===== src/rtl/sa_pkg.sv =====
// Shared types and default sizing for the systolic-array activation feeder.
package sa_pkg;

  localparam int SA_N      = 4;
  localparam int SA_DATA_W = 8;
  localparam int SA_K_W    = 16;

  typedef logic [SA_DATA_W-1:0] act_t;

  typedef enum logic [1:0] {
    IDLE  = 2'd0,
    LOAD  = 2'd1,
    FLUSH = 2'd2
  } skew_state_t;

endpackage


===== src/rtl/skew_delay_line.sv =====
// DEPTH-stage shift register of {valid,data}; stage DEPTH-1 drives the outputs.
module skew_delay_line #(
  parameter int DEPTH = 1,
  parameter int W     = 8
) (
  input  logic         clk,
  input  logic         rst,
  input  logic         in_valid,
  input  logic [W-1:0] in_data,
  output logic         out_valid,
  output logic [W-1:0] out_data
);

  logic [W:0] stage_q [DEPTH];
  logic [W:0] stage_d [DEPTH];

  // Shift one stage per cycle; stage 0 takes the new lane value.
  always_comb begin
    stage_d[0] = {in_valid, in_data};
    for (int s = 1; s < DEPTH; s++) begin
      stage_d[s] = stage_q[s-1];
    end
  end

  // Stage registers, cleared on reset.
  always_ff @(posedge clk) begin
    if (rst) begin
      for (int s = 0; s < DEPTH; s++) begin
        stage_q[s] <= '0;
      end
    end else begin
      for (int s = 0; s < DEPTH; s++) begin
        stage_q[s] <= stage_d[s];
      end
    end
  end

  assign out_valid = stage_q[DEPTH-1][W];
  assign out_data  = stage_q[DEPTH-1][W-1:0];

endmodule


===== src/rtl/sa_input_skewer.sv =====
// Diagonal-skew activation feeder: row i sees lane i delayed by i+1 cycles,
// one tile of tile_len columns per start, then an N-cycle flush and a done pulse.
module sa_input_skewer
  import sa_pkg::*;
#(
  parameter int N      = SA_N,
  parameter int DATA_W = SA_DATA_W,
  parameter int K_W    = SA_K_W
) (
  input  logic                clk,
  input  logic                rst,
  input  logic                start,
  input  logic [K_W-1:0]      tile_len,
  input  logic                in_valid,
  output logic                in_ready,
  input  logic [N*DATA_W-1:0] in_vec,
  output logic [N*DATA_W-1:0] row_data,
  output logic [N-1:0]        row_valid,
  output logic                busy,
  output logic                done
);

  localparam int FC_W = (N > 1) ? $clog2(N) : 1;

  skew_state_t     state_q, state_d;
  logic [K_W-1:0]  col_cnt_q, col_cnt_d;
  logic [K_W-1:0]  tile_len_q, tile_len_d;
  logic [FC_W-1:0] flush_cnt_q, flush_cnt_d;
  logic            done_q, done_d;
  logic            accept_s;

  assign in_ready = (state_q == LOAD);
  assign accept_s = in_valid && in_ready;
  assign busy     = (state_q != IDLE);
  assign done     = done_q;

  // Tile sequencing: next state, counters and the done pulse.
  always_comb begin
    state_d     = state_q;
    col_cnt_d   = col_cnt_q;
    tile_len_d  = tile_len_q;
    flush_cnt_d = flush_cnt_q;
    done_d      = 1'b0;
    case (state_q)
      IDLE: begin
        if (start) begin
          if (tile_len != '0) begin
            state_d    = LOAD;
            tile_len_d = tile_len;
            col_cnt_d  = '0;
          end else begin
            done_d = 1'b1;
          end
        end else begin
          state_d = IDLE;
        end
      end
      LOAD: begin
        if (accept_s) begin
          col_cnt_d = col_cnt_q + K_W'(1);
          if (col_cnt_q == tile_len_q - K_W'(1)) begin
            state_d     = FLUSH;
            flush_cnt_d = '0;
          end else begin
            state_d = LOAD;
          end
        end else begin
          state_d = LOAD;
        end
      end
      FLUSH: begin
        // N cycles lets the last column reach the deepest row.
        if (flush_cnt_q == FC_W'(N - 1)) begin
          state_d     = IDLE;
          flush_cnt_d = '0;
          done_d      = 1'b1;
        end else begin
          flush_cnt_d = flush_cnt_q + FC_W'(1);
        end
      end
      default: begin
        state_d = IDLE;
      end
    endcase
  end

  // Control registers.
  always_ff @(posedge clk) begin
    if (rst) begin
      state_q     <= IDLE;
      col_cnt_q   <= '0;
      tile_len_q  <= '0;
      flush_cnt_q <= '0;
      done_q      <= 1'b0;
    end else begin
      state_q     <= state_d;
      col_cnt_q   <= col_cnt_d;
      tile_len_q  <= tile_len_d;
      flush_cnt_q <= flush_cnt_d;
      done_q      <= done_d;
    end
  end

  // Bubbles enter as zero data with valid low so they skew like real columns.
  for (genvar i = 0; i < N; i++) begin : g_row
    skew_delay_line #(
      .DEPTH (i + 1),
      .W     (DATA_W)
    ) u_delay (
      .clk       (clk),
      .rst       (rst),
      .in_valid  (accept_s),
      .in_data   (accept_s ? in_vec[i*DATA_W +: DATA_W] : {DATA_W{1'b0}}),
      .out_valid (row_valid[i]),
      .out_data  (row_data[i*DATA_W +: DATA_W])
    );
  end

endmodule


===== config.mk =====
export PLATFORM = sky130hd
export DESIGN_NAME = sa_input_skewer
export DESIGN_NICKNAME = d
export VERILOG_FILES = /design/src/rtl/sa_pkg.sv /design/src/rtl/skew_delay_line.sv /design/src/rtl/sa_input_skewer.sv
export SDC_FILE = /design/constraint.sdc
export NUM_CORES = 1
export LEC_CHECK = 0
export CORE_MARGIN = 2
export CORE_UTILIZATION = 41
export CTS_CLUSTER_DIAMETER = 30
export DETAILED_ROUTE_END_ITERATION = 8
export GPL_TIMING_DRIVEN = 1
export PLACE_DENSITY = 0.66
export RECOVER_POWER = 50
export SYNTH_ARGS = -nofsm -noshare
export SYNTH_HDL_FRONTEND = slang
export SYNTH_SLANG_ARGS = --single-unit

===== constraint.sdc =====
create_clock -name clk -period 6.4 [get_ports clk]
set_clock_uncertainty 0.05 [all_clocks]
set_input_delay 1.6 -clock clk [delete_from_list [all_inputs] [get_ports clk]]
set_output_delay 1.6 -clock clk [all_outputs]
set_load 0.02 [all_outputs]

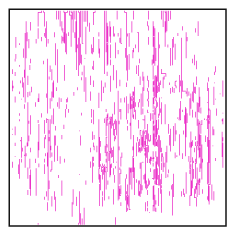
*Metal 2*
Drawn at 2 px/um.
longest straight run: 54.7 um
share of all routed wire: 45%
main direction: vertical
nets with wire on the layer: 459
wire length on this layer: 3870 um
met2 layer usage reported by global route: 0.242
routed wire length: 8550 um
vias after detailed routing: 3093

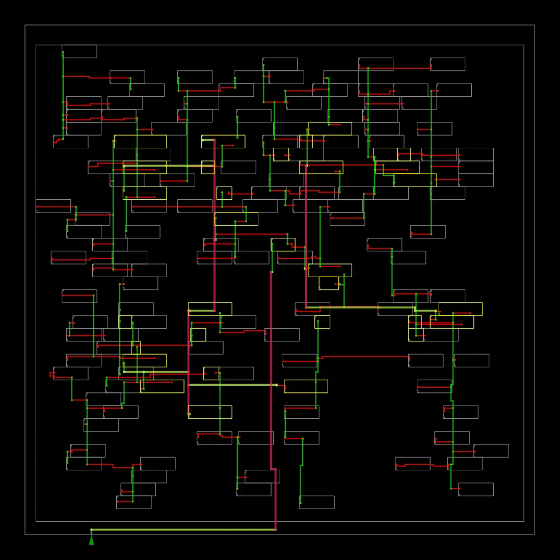
*Clock wiring as the flow saved it*
FFs & Latches: 121
CTS Buf Count: 17
clkbuf count: 18
insertion delay at the late pin of the worst-skew pair: 500 ps

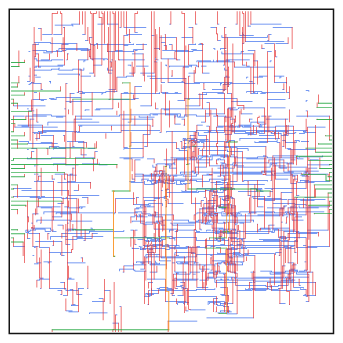
*Metal layers overlaid*
Drawn at 3 px/um.
[red] M2 | wire length: 3870 um
[blue] M1 | wire length: 4000 um
[green] M3 | wire length: 479 um
[orange] M4 | wire length: 205 um
overall fraction of global-route tracks in use: 0.156
routed len/inst: 12.9 um

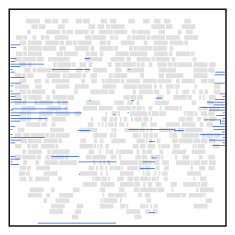
*The metal 3 layer*
Drawn at 2 px/um. Cells faint in the background.
main direction: horizontal
wire length on this layer: 479 um

==> report_table.html <==
<h3>Flow metrics</h3>
<table>
<tr><th>Metric</th><th>Value</th></tr>
<tr><th colspan="2">Drt</th></tr>
<tr><td>Met2 Wirelength</td><td>3870 um</td></tr>
<tr><td>Metal1 wirelength</td><td>4000 um</td></tr>
<tr><td>DRC violation count after routing</td><td>0</td></tr>
<tr><td>Remaining number of nets flagged by the antenna check after routing</td><td>0</td></tr>
<tr><td>Iter 0 DRT Violations</td><td>116</td></tr>
<tr><td>Routed wl met3</td><td>479 um</td></tr>
<tr><th colspan="2">Logic synthesis</th></tr>
<tr><td>Synth Area per Inst</td><td>10.3 um^2</td></tr>
<tr><td>Synthesized flop and latch total</td><td>121</td></tr>
<tr><td>Synth cell types</td><td>49</td></tr>
<tr><td>Xor and xnor fraction of the mapped netlist area</td><td>0.0617</td></tr>
<tr><td>Area share of fa/ha/maj cells after synthesis</td><td>0.00853</td></tr>
<tr><td>Number of warnings issued by yosys</td><td>0</td></tr>
<tr><td># Cells Yosys</td><td>429</td></tr>
<tr><td>Complex Gates by Area</td><td>0.0429</td></tr>
<tr><td>Simple Share, Synth</td><td>0.256</td></tr>
<tr><td>Comb area leader</td><td>simple AND/OR/NAND/NOR gates</td></tr>
<tr><td>Cell with the most instances after synthesis</td><td>sky130_fd_sc_hd__dfxtp_1</td></tr>
<tr><td>Top-area cell share</td><td>0.551</td></tr>
<tr><td>Share of flip-flops with an asynchronous set or reset</td><td>0</td></tr>
<tr><td>Sequential element share of the synthesized area</td><td>0.551</td></tr>
<tr><th colspan="2">Final timing</th></tr>
<tr><td>Actual transition at the worst max-transition pin</td><td>1100 ps</td></tr>
<tr><td>Final TNS setup</td><td>0 ps</td></tr>
<tr><td>Final worst setup slack</td><td>2480 ps</td></tr>
<tr><td>Smallest hold slack</td><td>384 ps</td></tr>
<tr><td>Max Fclk</td><td>255 MHz</td></tr>
<tr><td>Setup violations, final</td><td>0</td></tr>
<tr><td>Max-slew violations</td><td>0</td></tr>
<tr><th colspan="2">Clock tree</th></tr>
<tr><td>Clock net sink count</td><td>121</td></tr>
<tr><td>Clock transition at the registers of the reported paths</td><td>60 ps</td></tr>
<tr><td>Maximum buffer depth of the clock tree</td><td>2</td></tr>
<tr><th colspan="2">Power and ir drop</th></tr>
<tr><td>Combinational Power Share</td><td>0.072</td></tr>
<tr><td>Seq power</td><td>0.000783 W</td></tr>
<tr><td>Flop pwr share</td><td>0.434</td></tr>
<tr><td>Leakage power</td><td>2.37 nW</td></tr>
<tr><th colspan="2">Placed design</th></tr>
<tr><td>Final HPWL DP</td><td>5860 um</td></tr>
<tr><td>Placed Cells incl. Taps</td><td>630</td></tr>
<tr><td>Tally of buffers added on design ports</td><td>90</td></tr>
<tr><td>Setup slack after placement</td><td>2050 ps</td></tr>
<tr><th colspan="2">Worst hold path</th></tr>
<tr><td>Min-delay worst type</td><td>flop to flop</td></tr>
<tr><td>Worst min-delay path startpoint</td><td>g_row[2].u_delay.stage_q[0][0]</td></tr>
<tr><th colspan="2">Floorplanning</th></tr>
<tr><td>Die extent in y</td><td>108 um</td></tr>
<tr><th colspan="2">GRT</th></tr>
<tr><td>Residual overflow from global routing</td><td>0</td></tr>
<tr><td>Layer carrying the most global-route usage</td><td>met2</td></tr>
<tr><td>Routing usage on met1</td><td>0.192</td></tr>
<tr><th colspan="2">Critical path</th></tr>
<tr><td>Data required time of the worst path</td><td>6780 ps</td></tr>
<tr><td>Top cell family by delay on the critical path</td><td>simple AND/OR/NAND/NOR gates</td></tr>
<tr><td>Cells on worst reg2reg path</td><td>9</td></tr>
<tr><td>Slack of the worst reg-to-reg path</td><td>3780 ps</td></tr>
<tr><td>Crit-path max cell delay</td><td>910 ps</td></tr>
<tr><td>Startpoint Class</td><td>input pin</td></tr>
<tr><td>Levels on crit path</td><td>7</td></tr>
<tr><td>Worst setup path endpoint</td><td>col_cnt_q[11]</td></tr>
<tr><td>Type of the worst setup path</td><td>input pin to flop</td></tr>
<tr><td>Crit path buffers/inverters</td><td>1</td></tr>
<tr><th colspan="2">Layout</th></tr>
<tr><td>Register with the highest flop count</td><td>g_row.u_delay.stage_q</td></tr>
<tr><td>Reg area</td><td>2420 um^2</td></tr>
<tr><td>Repair and plain buffers</td><td>91</td></tr>
<tr><td>Dominant logic cell type in the layout</td><td>sky130_fd_sc_hd__dfxtp_1</td></tr>
<tr><td>Multi-input combinational gate total</td><td>274</td></tr>
<tr><td>Signal buffers share of area</td><td>0.153</td></tr>
<tr><td>Gate Area</td><td>1830 um^2</td></tr>
<tr><td>Largest registers in the final layout</td><td>g_row.u_delay.stage_q x84, col_cnt_q x16, tile_len_q x16</td></tr>
<tr><td>Final instance area</td><td>5920 um^2</td></tr>
<tr><td>Fin nets</td><td>568</td></tr>
<tr><th colspan="2">Outcome</th></tr>
<tr><td>Result of the run</td><td>finished clean</td></tr>
<tr><th colspan="2">Run</th></tr>
<tr><td>Max-cap violations</td><td>0</td></tr>
</table>
Power and IR drop assume default switching activity.
